Clock nets:
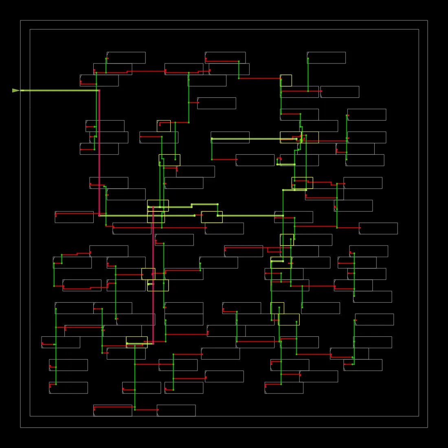
Metal 3:
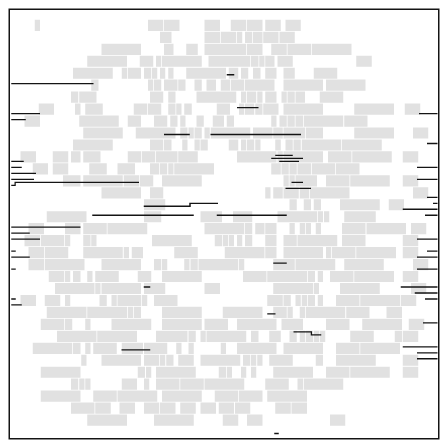
Layout detail:
Region (29, 29) to (69, 69) um. Cells in gray, sequential cells in the stronger gray; small squares are vias.
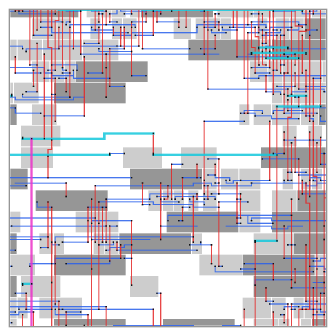
Wire density map:
Bar = 20 um. 19 x 19 tiles, from white (low) to dark blue (high), scaled to the fullest tile. Values are wire area over tile area, all layers added.
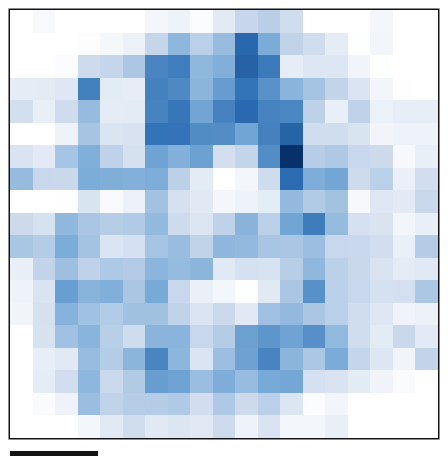
===== src/rtl/im_loader_pkg.sv =====
// Shared constants for the instruction-memory byte loader.
// FSM state encodings and word/byte sizing helpers.
package im_loader_pkg;

    localparam int DEF_DATA_WIDTH = 32;
    localparam int DEF_ADDR_WIDTH = 6;
    localparam int DEF_RAM_DEPTH  = 64;

    localparam int BYTES = DEF_DATA_WIDTH / 8;

    typedef logic [2:0] state_t;

    localparam state_t S_IDLE    = 3'd0;
    localparam state_t S_COLLECT = 3'd1;
    localparam state_t S_SETUP   = 3'd2;
    localparam state_t S_WRITE   = 3'd3;
    localparam state_t S_HOLD    = 3'd4;
    localparam state_t S_DONE    = 3'd5;

    function automatic int word_bytes(input int dw);
        return dw / 8;
    endfunction

endpackage


===== src/rtl/im_word_packer.sv =====
// Little-endian byte-to-word assembler for the loader.
// Emits a one-cycle word_ready when the last byte of a word lands.
module im_word_packer
    import im_loader_pkg::*;
#(
    parameter int DATA_WIDTH = DEF_DATA_WIDTH
) (
    input  logic                  clk,
    input  logic                  rst,
    input  logic                  clear,
    input  logic                  take,
    input  logic [7:0]            byte_in,
    output logic [DATA_WIDTH-1:0] word,
    output logic                  word_ready
);

    localparam int NB = word_bytes(DATA_WIDTH);
    localparam int CW = (NB > 1) ? $clog2(NB) : 1;
    localparam logic [CW-1:0] LAST = CW'(NB - 1);

    logic [CW-1:0]         cnt;
    logic [DATA_WIDTH-1:0] sr;
    logic [DATA_WIDTH-1:0] next_sr;

    generate
        if (DATA_WIDTH == 8) begin : g_single
            assign next_sr = byte_in;
        end else begin : g_shift
            assign next_sr = {byte_in, sr[DATA_WIDTH-1:8]};
        end
    endgenerate

    assign word_ready = take && (cnt == LAST);

    // Shift bytes in from the top; the word register only moves on completion.
    always_ff @(posedge clk or posedge rst) begin
        if (rst) begin
            cnt  <= '0;
            sr   <= '0;
            word <= '0;
        end else if (clear) begin
            cnt <= '0;
            sr  <= '0;
        end else if (take) begin
            sr <= next_sr;
            if (word_ready) begin
                cnt  <= '0;
                word <= next_sr;
            end else begin
                cnt <= cnt + CW'(1);
            end
        end
    end

endmodule


===== src/rtl/im_loader.sv =====
// Streams bytes into the instruction memory write port.
// Each word gets a setup, a one-cycle write strobe, and a hold cycle.
module im_loader
    import im_loader_pkg::*;
#(
    parameter int DATA_WIDTH = DEF_DATA_WIDTH,
    parameter int ADDR_WIDTH = DEF_ADDR_WIDTH,
    parameter int RAM_DEPTH  = DEF_RAM_DEPTH
) (
    input  logic                  clk,
    input  logic                  rst,
    input  logic                  start,
    input  logic [ADDR_WIDTH-1:0] load_len,
    input  logic [7:0]            byte_in,
    input  logic                  byte_valid,
    output logic                  byte_ready,
    output logic [ADDR_WIDTH-1:0] address_0,
    output logic [DATA_WIDTH-1:0] data_0,
    output logic                  cs_0,
    output logic                  we_0,
    output logic                  oe_0,
    output logic                  busy,
    output logic                  done,
    output logic [ADDR_WIDTH:0]   words_written
);

    localparam logic [ADDR_WIDTH:0] FULL = (ADDR_WIDTH + 1)'(RAM_DEPTH);

    state_t                state;
    logic [ADDR_WIDTH:0]   len;
    logic [ADDR_WIDTH-1:0] addr;
    logic                  take;
    logic                  launch;
    logic                  word_ready;

    assign byte_ready = (state == S_COLLECT);
    assign cs_0       = (state == S_SETUP) || (state == S_WRITE) ||
                        (state == S_HOLD);
    assign we_0       = (state == S_WRITE);
    assign oe_0       = 1'b0;
    assign busy       = byte_ready || cs_0;
    assign done       = (state == S_DONE);

    assign take   = byte_valid && byte_ready;
    assign launch = start && ((state == S_IDLE) || (state == S_DONE));

    im_word_packer #(
        .DATA_WIDTH (DATA_WIDTH)
    ) u_packer (
        .clk        (clk),
        .rst        (rst),
        .clear      (launch),
        .take       (take),
        .byte_in    (byte_in),
        .word       (data_0),
        .word_ready (word_ready)
    );

    // Load sequencer: collect a word, then setup/write/hold it to memory.
    always_ff @(posedge clk or posedge rst) begin
        if (rst) begin
            state         <= S_IDLE;
            len           <= '0;
            addr          <= '0;
            address_0     <= '0;
            words_written <= '0;
        end else begin
            unique case (state)
                S_IDLE, S_DONE: begin
                    if (launch) begin
                        len           <= (load_len == '0) ? FULL
                                         : {1'b0, load_len};
                        addr          <= '0;
                        words_written <= '0;
                        state         <= S_COLLECT;
                    end
                end
                S_COLLECT: begin
                    if (word_ready) begin
                        address_0 <= addr;
                        state     <= S_SETUP;
                    end
                end
                S_SETUP: state <= S_WRITE;
                S_WRITE: state <= S_HOLD;
                S_HOLD: begin
                    words_written <= words_written + 1'b1;
                    addr          <= addr + 1'b1;
                    if (words_written + 1'b1 == len) begin
                        state <= S_DONE;
                    end else begin
                        state <= S_COLLECT;
                    end
                end
                default: state <= S_IDLE;
            endcase
        end
    end

endmodule


===== config.mk =====
export PLATFORM = sky130hd
export DESIGN_NAME = im_loader
export DESIGN_NICKNAME = d
export VERILOG_FILES = /design/src/rtl/im_loader_pkg.sv /design/src/rtl/im_word_packer.sv /design/src/rtl/im_loader.sv
export SDC_FILE = /design/constraint.sdc
export NUM_CORES = 1
export LEC_CHECK = 0
export CORE_MARGIN = 2
export CORE_UTILIZATION = 44
export CTS_CLUSTER_DIAMETER = 40
export DETAILED_ROUTE_END_ITERATION = 8
export PLACE_DENSITY = 0.78
export REMOVE_ABC_BUFFERS = 1
export SLEW_MARGIN = 20
export SYNTH_ARGS = -nofsm -noshare
export SYNTH_HDL_FRONTEND = slang
export SYNTH_SLANG_ARGS = --single-unit

===== constraint.sdc =====
create_clock -name clk -period 2.58 [get_ports clk]
set_input_delay 0.516 -clock clk [delete_from_list [all_inputs] [get_ports clk]]
set_output_delay 0.516 -clock clk [all_outputs]
set_load 0.02 [all_outputs]

==> run summary <==
Results of the flow run.

After detailed routing, the number of vias per cell comes to 5.14. Of the post-synthesis cell area, the dominant cell type holds 56.8%. The count of cell instances traversed by the critical path stands at 4. STA on the placed design reports a worst setup slack of between 0.3 and 0.4 ns. The number of nets with antenna violations after routing stands at 0. The congestion estimate from routability-driven global placement came to between 0.7 and 0.8. Derived from the worst setup path, the maximum achievable clock frequency is slightly above 400 MHz. Per STA, the worst path accumulates the most delay in the family buffers and inverters. Per the final timing report, the hold violations number 0.

The count of input and output buffers stands at 67. Looking at the post-CTS report, the setup buffer insertion count equals 0. The number of instances in the placed design stands at roughly 490.

The detailed router finished its first iteration with about 83 violations. The worst-case vdd ir drop stands at between 0.5 and 0.6 mV. Looking at the area split, the leading class of cells is registers.

The tally of yosys warning messages stands at 0. Once layout is complete, the cells apart from fillers number between 500 and 600. The final design utilization stands at 56.2%. After layout, the clock buffer instance count stands at 9.

TritonCTS built the clock tree. The clock transition at the registers of the reported paths stands at approximately 0.1 ns. Summed over all layers, the routed wires come to approximately 7300 um. The final hold slack stands at about 0.5 ns. The most used flip-flop cell after synthesis is sky130_fd_sc_hd__dfrtp_1.

The root buffer cell chosen for the clock tree is sky130_fd_sc_hd__clkbuf_8. Across the run, the number of max-cap violations was 0. The via count of the first global-routing pass stands at ~2.5k. After synthesis, the chip area reported by Yosys is between 3000 and 4000 sq um.

The number of buffers and inverters on the critical path is 2. The number of diodes stands at 0. The number of antenna violations at the first check in global routing stands at 0.

The DRC violation count after routing stands at 0. The synth_stat.txt file lists the number of cells as ~330. The largest net degree at the start of global routing stands at 38.

In the final layout, multi-input gates take up a little under a third of the cell area. After legalization and detailed placement, the total HPWL measured just over 5000 um. The biggest area contributor in the post-synthesis netlist is sky130_fd_sc_hd__dfrtp_1. Among all stages on the critical path, the maximum delay recorded is about 0.54 ns. The number of different library cells used by synthesis comes to 34.

The routed layout has between 2k and 3k vias. The number of top-level design ports stands at approximately 69. The depth of the worst register-to-register path stands at 5. The arrival time at the worst endpoint stands at roughly 2 ns. The area added between synthesis and finish stands at 25.9%. The flip-flop count of the largest register after layout stands at 32. The final critical path takes up 95.7% of the cycle.

The synthesized instance count is ~330. The analysis attributes to cell leakage a power of roughly 0.0022 uW. For reference, the top cells by area after synthesis are sky130_fd_sc_hd__dfrtp_1 57%, sky130_fd_sc_hd__mux2_4 15%, sky130_fd_sc_hd__nand2_1 6.3%. The non-clock buffer count in the final layout stands at 76. The worst setup path is launched from a flop. According to the hold report, the worst path is of the in2async type. In the final layout, flip-flops and latches take up a little under half of the cell area. Of all flip-flops after synthesis, the portion carrying an async set or reset was 100%. In the final layout, excluding clock inverters the inverter count is 4.

The most common logic cells in the final layout are 85 x sky130_fd_sc_hd__dfrtp_1, 67 x sky130_fd_sc_hd__clkdlybuf4s50_1, 64 x sky130_fd_sc_hd__nand2_1, 38 x sky130_fd_sc_hd__mux2_4, 30 x sky130_fd_sc_hd__a21oi_1. Of all the cell area in the finished design, non-clock buffers hold around 16%. The largest buffer count on any clock path stands at 2. The completed layout was analyzed and its total power is 5370 uW. Per the OpenROAD floorplan log, the area of the core is 8590 sq um. The final non-filler cell area stands at 4830 sq um. Warnings raised by the tools during the run amount to 25. The first detailed-routing pass ran for 4 iterations. The tightest slew margin relative to the limit stands at 55.4%.

The layout sequential cell count stands at slightly below 90. In the final layout, the share of cells above drive strength 1 is 19.2%. The report lists the power per cell area as about 1100 nW/um^2.

Walking the worst path, the cells encountered are inv_1, nor2_1, or3_1, clkdlybuf4s50_1. Averaged over all synthesized cells, the footprint is 11.7 sq um. The shortest clock period the worst path allows after layout stands at roughly 2.5 ns.

Dividing the detail-routed wire length by the instance count gives approximately 14 um. The count of endpoints failing setup in the final report stands at 0. The run finished with clean final reports.
About 'clock nets':
Layout Skew: 0.0138 ns
Latency at later pin: 0.35 ns
clock sink total: 87

About 'metal 3':
The longest straight run is 28.1 um. The layer holds 4.3% of the routed length. The layer carries 312 um of wire.

About 'layout detail':
met3: marked cyan. met2: marked red. met1: marked blue. met4: marked magenta.
Sequential cells in the window: 13. 84 logic cells have their middle in the window. Most frequent: nand2_1 (20), dfrtp_1 (13), a21oi_1 (9). Netlist names of flops here include u_packer.sr (5), addr (2), u_packer.cnt (2).

About 'wire density map':
The fullest tile reaches 0.46. 13% of the tiles are nearly empty. The emptiest ninth of the die: upper right. The densest ninth of the die: top center.

-- power by group --
| group | total [uW] | switching, uW | leakage [uW] | internal [uW] |
|---|---|---|---|---|
| sequential | 2240 | 360 | 0.00115 | 1880 |
| combinational | 2220 | 1020 | 0.00100 | 1200 |
| clock | 915 | 541 | 0.0000943 | 374 |
-- final timing paths --
check | from | to | slack [ns]
setup reg to reg | state[2]$_DFFE_PP0P_ | u_packer.sr[15]$_DFFE_PP0P_ | 0.72
min in group clk | u_packer.sr[8]$_DFFE_PP0P_ | u_packer.word[0]$_DFFE_PP0P_ | 0.51
setup / recovery | state[1]$_DFFE_PP0P_ | busy | 0.11
hold / removal | rst | u_packer.word[30]$_DFFE_PP0P_ | 0.50
hold reg to reg | u_packer.sr[8]$_DFFE_PP0P_ | u_packer.word[0]$_DFFE_PP0P_ | 0.51
max in group asynchronous | rst | state[0]$_DFFE_PP0P_ | 1.52
-- repair_timing --
item | CTS | global route
gates resized | 3 | 2
hold buffers | 0 | 0
pin swaps | 0 | 0
endpoints found under the setup margin | 1 | 1
-- logic make-up after synthesis --
| group | share of synthesized area, % |
|---|---|
| other | 0.0978 |
| muxes | 16.6 |
| buffers and inverters | 3.20 |
| adders and majority gates | 0.979 |
| xor gates and xnor gates | 2.51 |
| DFF | 56.8 |
| and+or+nand+nor | 11.4 |
| AOI/OAI and AO/OA | 8.42 |
-- per-layer routing --
| layer | up-vias | track usage, % | share of wire [%] |
|---|---|---|---|
| li1 | 1255 | - | - |
| met1 | 1288 | 22.2 | 47 |
| met2 | 69 | 25.2 | 48 |
| met3 | 7 | 3.31 | 4.2 |
| met4 | 0 | 6.20 | 1.2 |
| met5 | - | 0 | 0 |
No activity file was given, so power comes from the tool's default toggle rates.
